==> config.mk <==
export PLATFORM = sky130hd
export DESIGN_NAME = neuron_output_mac_flat
export DESIGN_NICKNAME = d
export VERILOG_FILES = /design/src/rtl/neuron_output_mac_if.sv /design/src/rtl/neuron_output_mac.sv /design/src/flat_wrapper.sv
export SDC_FILE = /design/constraint.sdc
export NUM_CORES = 1
export LEC_CHECK = 0
export CELL_PAD_IN_SITES_DETAIL_PLACEMENT = 0
export CELL_PAD_IN_SITES_GLOBAL_PLACEMENT = 2
export CORE_ASPECT_RATIO = 0.9
export CORE_MARGIN = 10
export CORE_UTILIZATION = 44
export CTS_BUF_LIST = sky130_fd_sc_hd__clkbuf_16
export CTS_CLUSTER_DIAMETER = 120
export CTS_CLUSTER_SIZE = 14
export DETAILED_ROUTE_END_ITERATION = 12
export GPL_TIMING_DRIVEN = 0
export PLACE_DENSITY = 0.92
export SLEW_MARGIN = 20
export SYNTH_ARGS = -nofsm -noshare
export SYNTH_HDL_FRONTEND = slang
export SYNTH_SLANG_ARGS = --single-unit
==> constraint.sdc <==
create_clock -name clk -period 19.05 [get_ports clk]
set_input_delay 2.8575 -clock clk [delete_from_list [all_inputs] [get_ports clk]]
set_output_delay 2.8575 -clock clk [all_outputs]
set_load 0.02 [all_outputs]
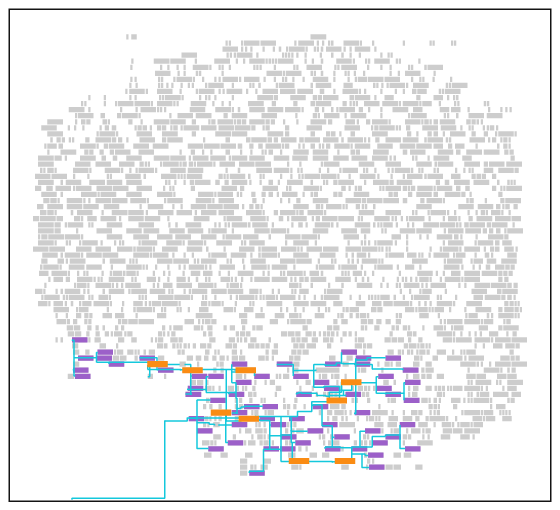
Figure 1: run 1, clock distribution.
legend:
  clock-net drivers:
    color: orange
    count: 9
  flip-flops:
    color: purple
    count: 65
  clock wires:
    color: cyan
    length: 978 µm
routed clock nets: 10

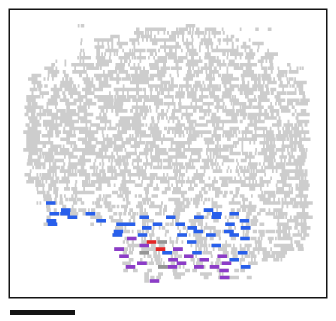
Figure 2: run 1, where the registers sit.
The bar under the picture is 50 µm long. Other sequential cells in the stronger gray, the rest of the logic in the fainter gray.
legend:
  u_core.state_q:
    color: red
    sequential_cells: 2
  u_core.acc_q:
    color: blue
    sequential_cells: 41
  u_core.bus.out_data:
    color: purple
    sequential_cells: 19
    where: bottom center
not colored: 3
sequential cell area: 0.001301 mm²
Seq area share: 6.228%
share of the core filled with cells in the final layout: 47.36%

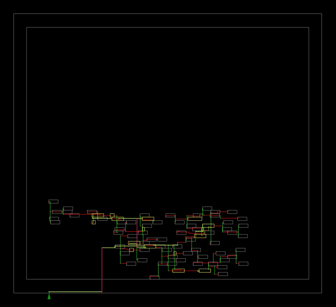
Figure 3: run 1, clock routing.
Clock buffer cells: 9
clock latency of the later-clocked register in the worst-skew pair: 330 ps
setup clock skew after layout: 9.373 ps
Seq cells: 65
number of buffers created by CTS: 9

==> run_results.csv, run 1 <==
group,metric,value,unit
status,outcome,"finished, final reports clean",
cells_and_area,final_net_count,2874,
clocking,post_cts.repair.setup_buffers,0,
worst_setup_path,cp_slowest_stage_delay,650,ps
sta,rsz0062_at_grt,"false",
synth,yosysUniqueCellTypes,56,
route,routed_wire_length_per_instance,17.85,µm
route,wl_met1,20620,µm
cells_and_area,non_clock_buffer_count,126,
worst_setup_path,critical_path.endpoint_type,"flop",
synth,synth.area.mux_share,0,%
cells_and_area,lay_top_cells,"inv_1 (641), fa_1 (477), nand2_1 (202)",
placed_design,dpl_cell_area,0.02059,mm²
sta,drv_slew,0,
synth,ys_sh_aoi,6.176,%
worst_setup_path,timing.critical_path.buf_inv,10,
global_route,grt_pass1_vias,15301,
route,wirelength,50520,µm
global_route,grt_use_met3,2.628,%
synth,adder_cell_area_share_of_the_yosys_netlist,57.04,%
sta,finalCritPeriodShare,55.89,%
sta,worst_slack,8402,ps
synth,syn_area_per_cell,8.958,µm²
cells_and_area,area.share.combinational,74.17,%
cells_and_area,n_all_inverters,641,
min_path,hold_path_depth,2,
cells_and_area,layout.comb_gates.multi_input,1380,
synth,ys_seq_share,6.642,%
synth,synth-warning-count,0,
sta,setup-violations-final,0,
cells_and_area,layout.cells.most_common,"inv_1",
route,drtIter0Drc,728,
==> inputs of run 2 (changes only) <==
--- a/config.mk
+++ b/config.mk
@@ -9,13 +9,13 @@
 export CELL_PAD_IN_SITES_GLOBAL_PLACEMENT = 2
 export CORE_ASPECT_RATIO = 0.9
 export CORE_MARGIN = 10
-export CORE_UTILIZATION = 44
+export CORE_UTILIZATION = 41
 export CTS_BUF_LIST = sky130_fd_sc_hd__clkbuf_16
 export CTS_CLUSTER_DIAMETER = 120
 export CTS_CLUSTER_SIZE = 14
 export DETAILED_ROUTE_END_ITERATION = 12
 export GPL_TIMING_DRIVEN = 0
-export PLACE_DENSITY = 0.92
+export PLACE_DENSITY = 0.86
 export SLEW_MARGIN = 20
 export SYNTH_ARGS = -nofsm -noshare
 export SYNTH_HDL_FRONTEND = slang
==> constraint.sdc (replaced) <==
create_clock -name clk -period 10.3 [get_ports clk]
set_input_delay 1.545 -clock clk [delete_from_list [all_inputs] [get_ports clk]]
set_output_delay 1.545 -clock clk [all_outputs]
set_load 0.02 [all_outputs]
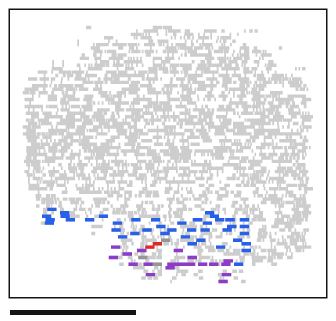
Figure 4: run 2, where the registers sit.
The bar under the picture is 100 µm long. Other sequential cells in the stronger gray, the rest of the logic in the fainter gray.
legend:
  u_core.bus.out_data:
    color: purple
    sequential_cells: 19
    where: bottom center
  u_core.state_q:
    color: red
    sequential_cells: 2
  u_core.acc_q:
    color: blue
    sequential_cells: 41
not colored: 3
Seq area share: 6.219%
share of the core filled with cells in the final layout: 44.60%

==> run_results.csv, run 2 <==
group,metric,value,unit
status,outcome,"finished, final reports clean",
sta,finalCritPeriodShare,92.32,%
cells_and_area,lay_top_cells,"inv_1 (641), fa_1 (477), nand2_1 (202)",
min_path,hold_path_depth,1,
worst_setup_path,cp_slowest_stage_delay,660,ps
placed_design,dpl_cell_area,0.02061,mm²
cells_and_area,layout.area.seq,0.001301,mm²
sta,rsz0062_at_grt,"false",
cells_and_area,non_clock_buffer_count,126,
clocking,worstSkewPairLatency,340,ps
sta,setup-violations-final,0,
cells_and_area,layout.clock_buffers,9,
clocking,tritoncts.num_buffers,9,
worst_setup_path,timing.critical_path.buf_inv,10,
cells_and_area,n_all_inverters,641,
route,drtIter0Drc,701,
route,wirelength,52030,µm
global_route,grt_use_met3,2.058,%
global_route,grt_pass1_vias,15483,
synth,ys_seq_share,6.642,%
synth,synth.area.mux_share,0,%
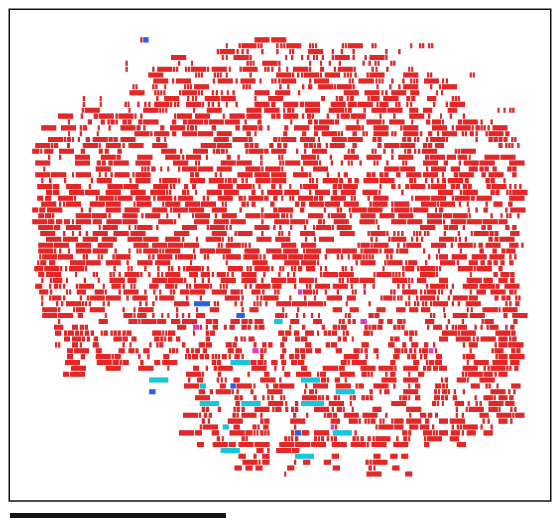
Figure 5: run 2, cells by drive strength.
The bar under the picture is 100 µm long.
legend:
  x2:
    color: magenta
    cells: 6
  x1 and smaller:
    color: red
    cells: 2203
  x6 and larger:
    color: cyan
    cells: 13
  x3 and x4:
    color: blue
    cells: 6
worst setup slack after layout: 790.8 ps
area added between synthesis and finish: 6.808%

==> inputs of run 3 (changes only) <==
--- a/config.mk
+++ b/config.mk
@@ -16,6 +16,7 @@
 export DETAILED_ROUTE_END_ITERATION = 12
 export GPL_TIMING_DRIVEN = 0
 export PLACE_DENSITY = 0.86
+export SKIP_LAST_GASP = 1
 export SLEW_MARGIN = 20
 export SYNTH_ARGS = -nofsm -noshare
 export SYNTH_HDL_FRONTEND = slang
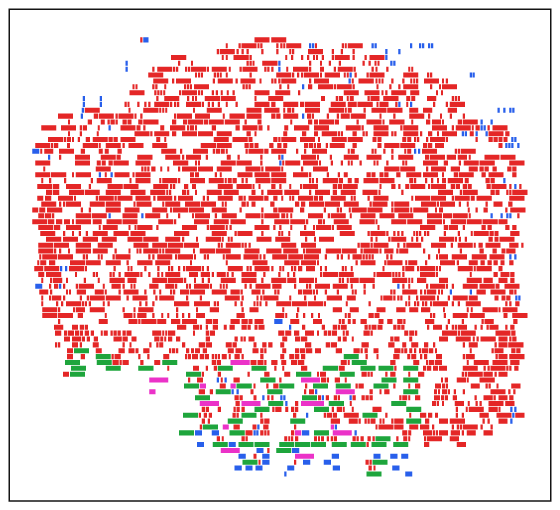
Figure 6: run 3, cells colored by class.
legend:
  remaining buffers and delay cells:
    color: blue
    cells: 126
    share_of_their_area: 3.2%
  clock drivers and dummy loads:
    color: magenta
    cells: 16
    share_of_their_area: 1.5%
  remaining logic cells:
    color: red
    cells: 2021
    share_of_their_area: 89%
  registers:
    color: green
    cells: 65
    share_of_their_area: 6.5%
Post-Layout Inst Area: 0.02093 mm²
Placeable Area: 0.04692 mm²
number of core rows: 75

==> run_results.csv, run 3 <==
group,metric,value,unit
cells_and_area,area.share.sequential,6.219,%
synth,yosysUniqueCellTypes,56,
route,routed_wire_length_per_instance,18.27,µm
clocking,tritoncts.num_buffers,9,
status,outcome,"finished, final reports clean",
placed_design,dpl_cell_area,0.02061,mm²
synth,ys_seq_share,6.642,%
cells_and_area,lay_top_cells,"inv_1 (641), fa_1 (477), nand2_1 (202)",
synth,synth.area.mux_share,0,%
synth,synth-warning-count,0,
route,wl_met1,21980,µm
worst_setup_path,cp_slowest_stage_delay,660,ps
route,wirelength,52030,µm
cells_and_area,area_added_between_synthesis_and_finish,6.808,%
cells_and_area,layout.clock_buffers,9,
global_route,groute.layer.met1.usage,24.50,%
sta,setup-violations-final,0,
sta,hold_viol_final,0,
synth,syn_area_per_cell,8.958,µm²
worst_setup_path,timing.critical_path.buf_inv,10,
sta,final_tns_setup,0,ps
cells_and_area,layout.buffer.nonclock.area_share,3.061,%
clocking,worstSkewPairLatency,340,ps
synth,adder_cell_area_share_of_the_yosys_netlist,57.04,%
sta,drv_slew,0,
worst_setup_path,critical_path.endpoint_type,"flop",
route,drtIter0Drc,701,
cells_and_area,layout.area.seq,0.001301,mm²
global_route,grt_pass1_vias,15483,
global_route,grt_use_met3,2.058,%
min_path,hold_path_depth,1,
cells_and_area,n_all_inverters,641,
cells_and_area,layout.comb_gates.multi_input,1380,
synth,ys_sh_aoi,6.176,%
global_route,antenna_violations_before_repair,4,
cells_and_area,layout.cells.most_common,"inv_1",
sta,timing.clock.skew,9.658,ps
clocking,clock_tree_from_tritoncts,"done",
cells_and_area,numSequentialCells,65,
cells_and_area,final_util,44.60,%
sta,rsz0062_at_grt,"false",
cells_and_area,area.share.combinational,74.06,%
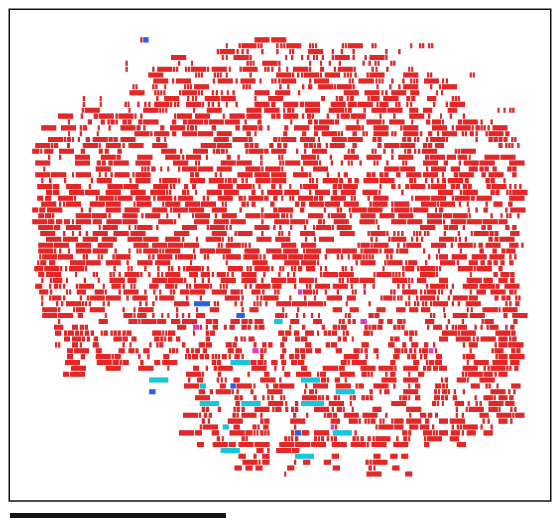
Figure 7: run 3, cells by drive strength.
The bar under the picture is 100 µm long.
legend:
  x1 and smaller:
    color: red
    cells: 2203
  x2:
    color: magenta
    cells: 6
  x3 and x4:
    color: blue
    cells: 6
  x6 and larger:
    color: cyan
    cells: 13
non-clock buffer total of the final layout: 126

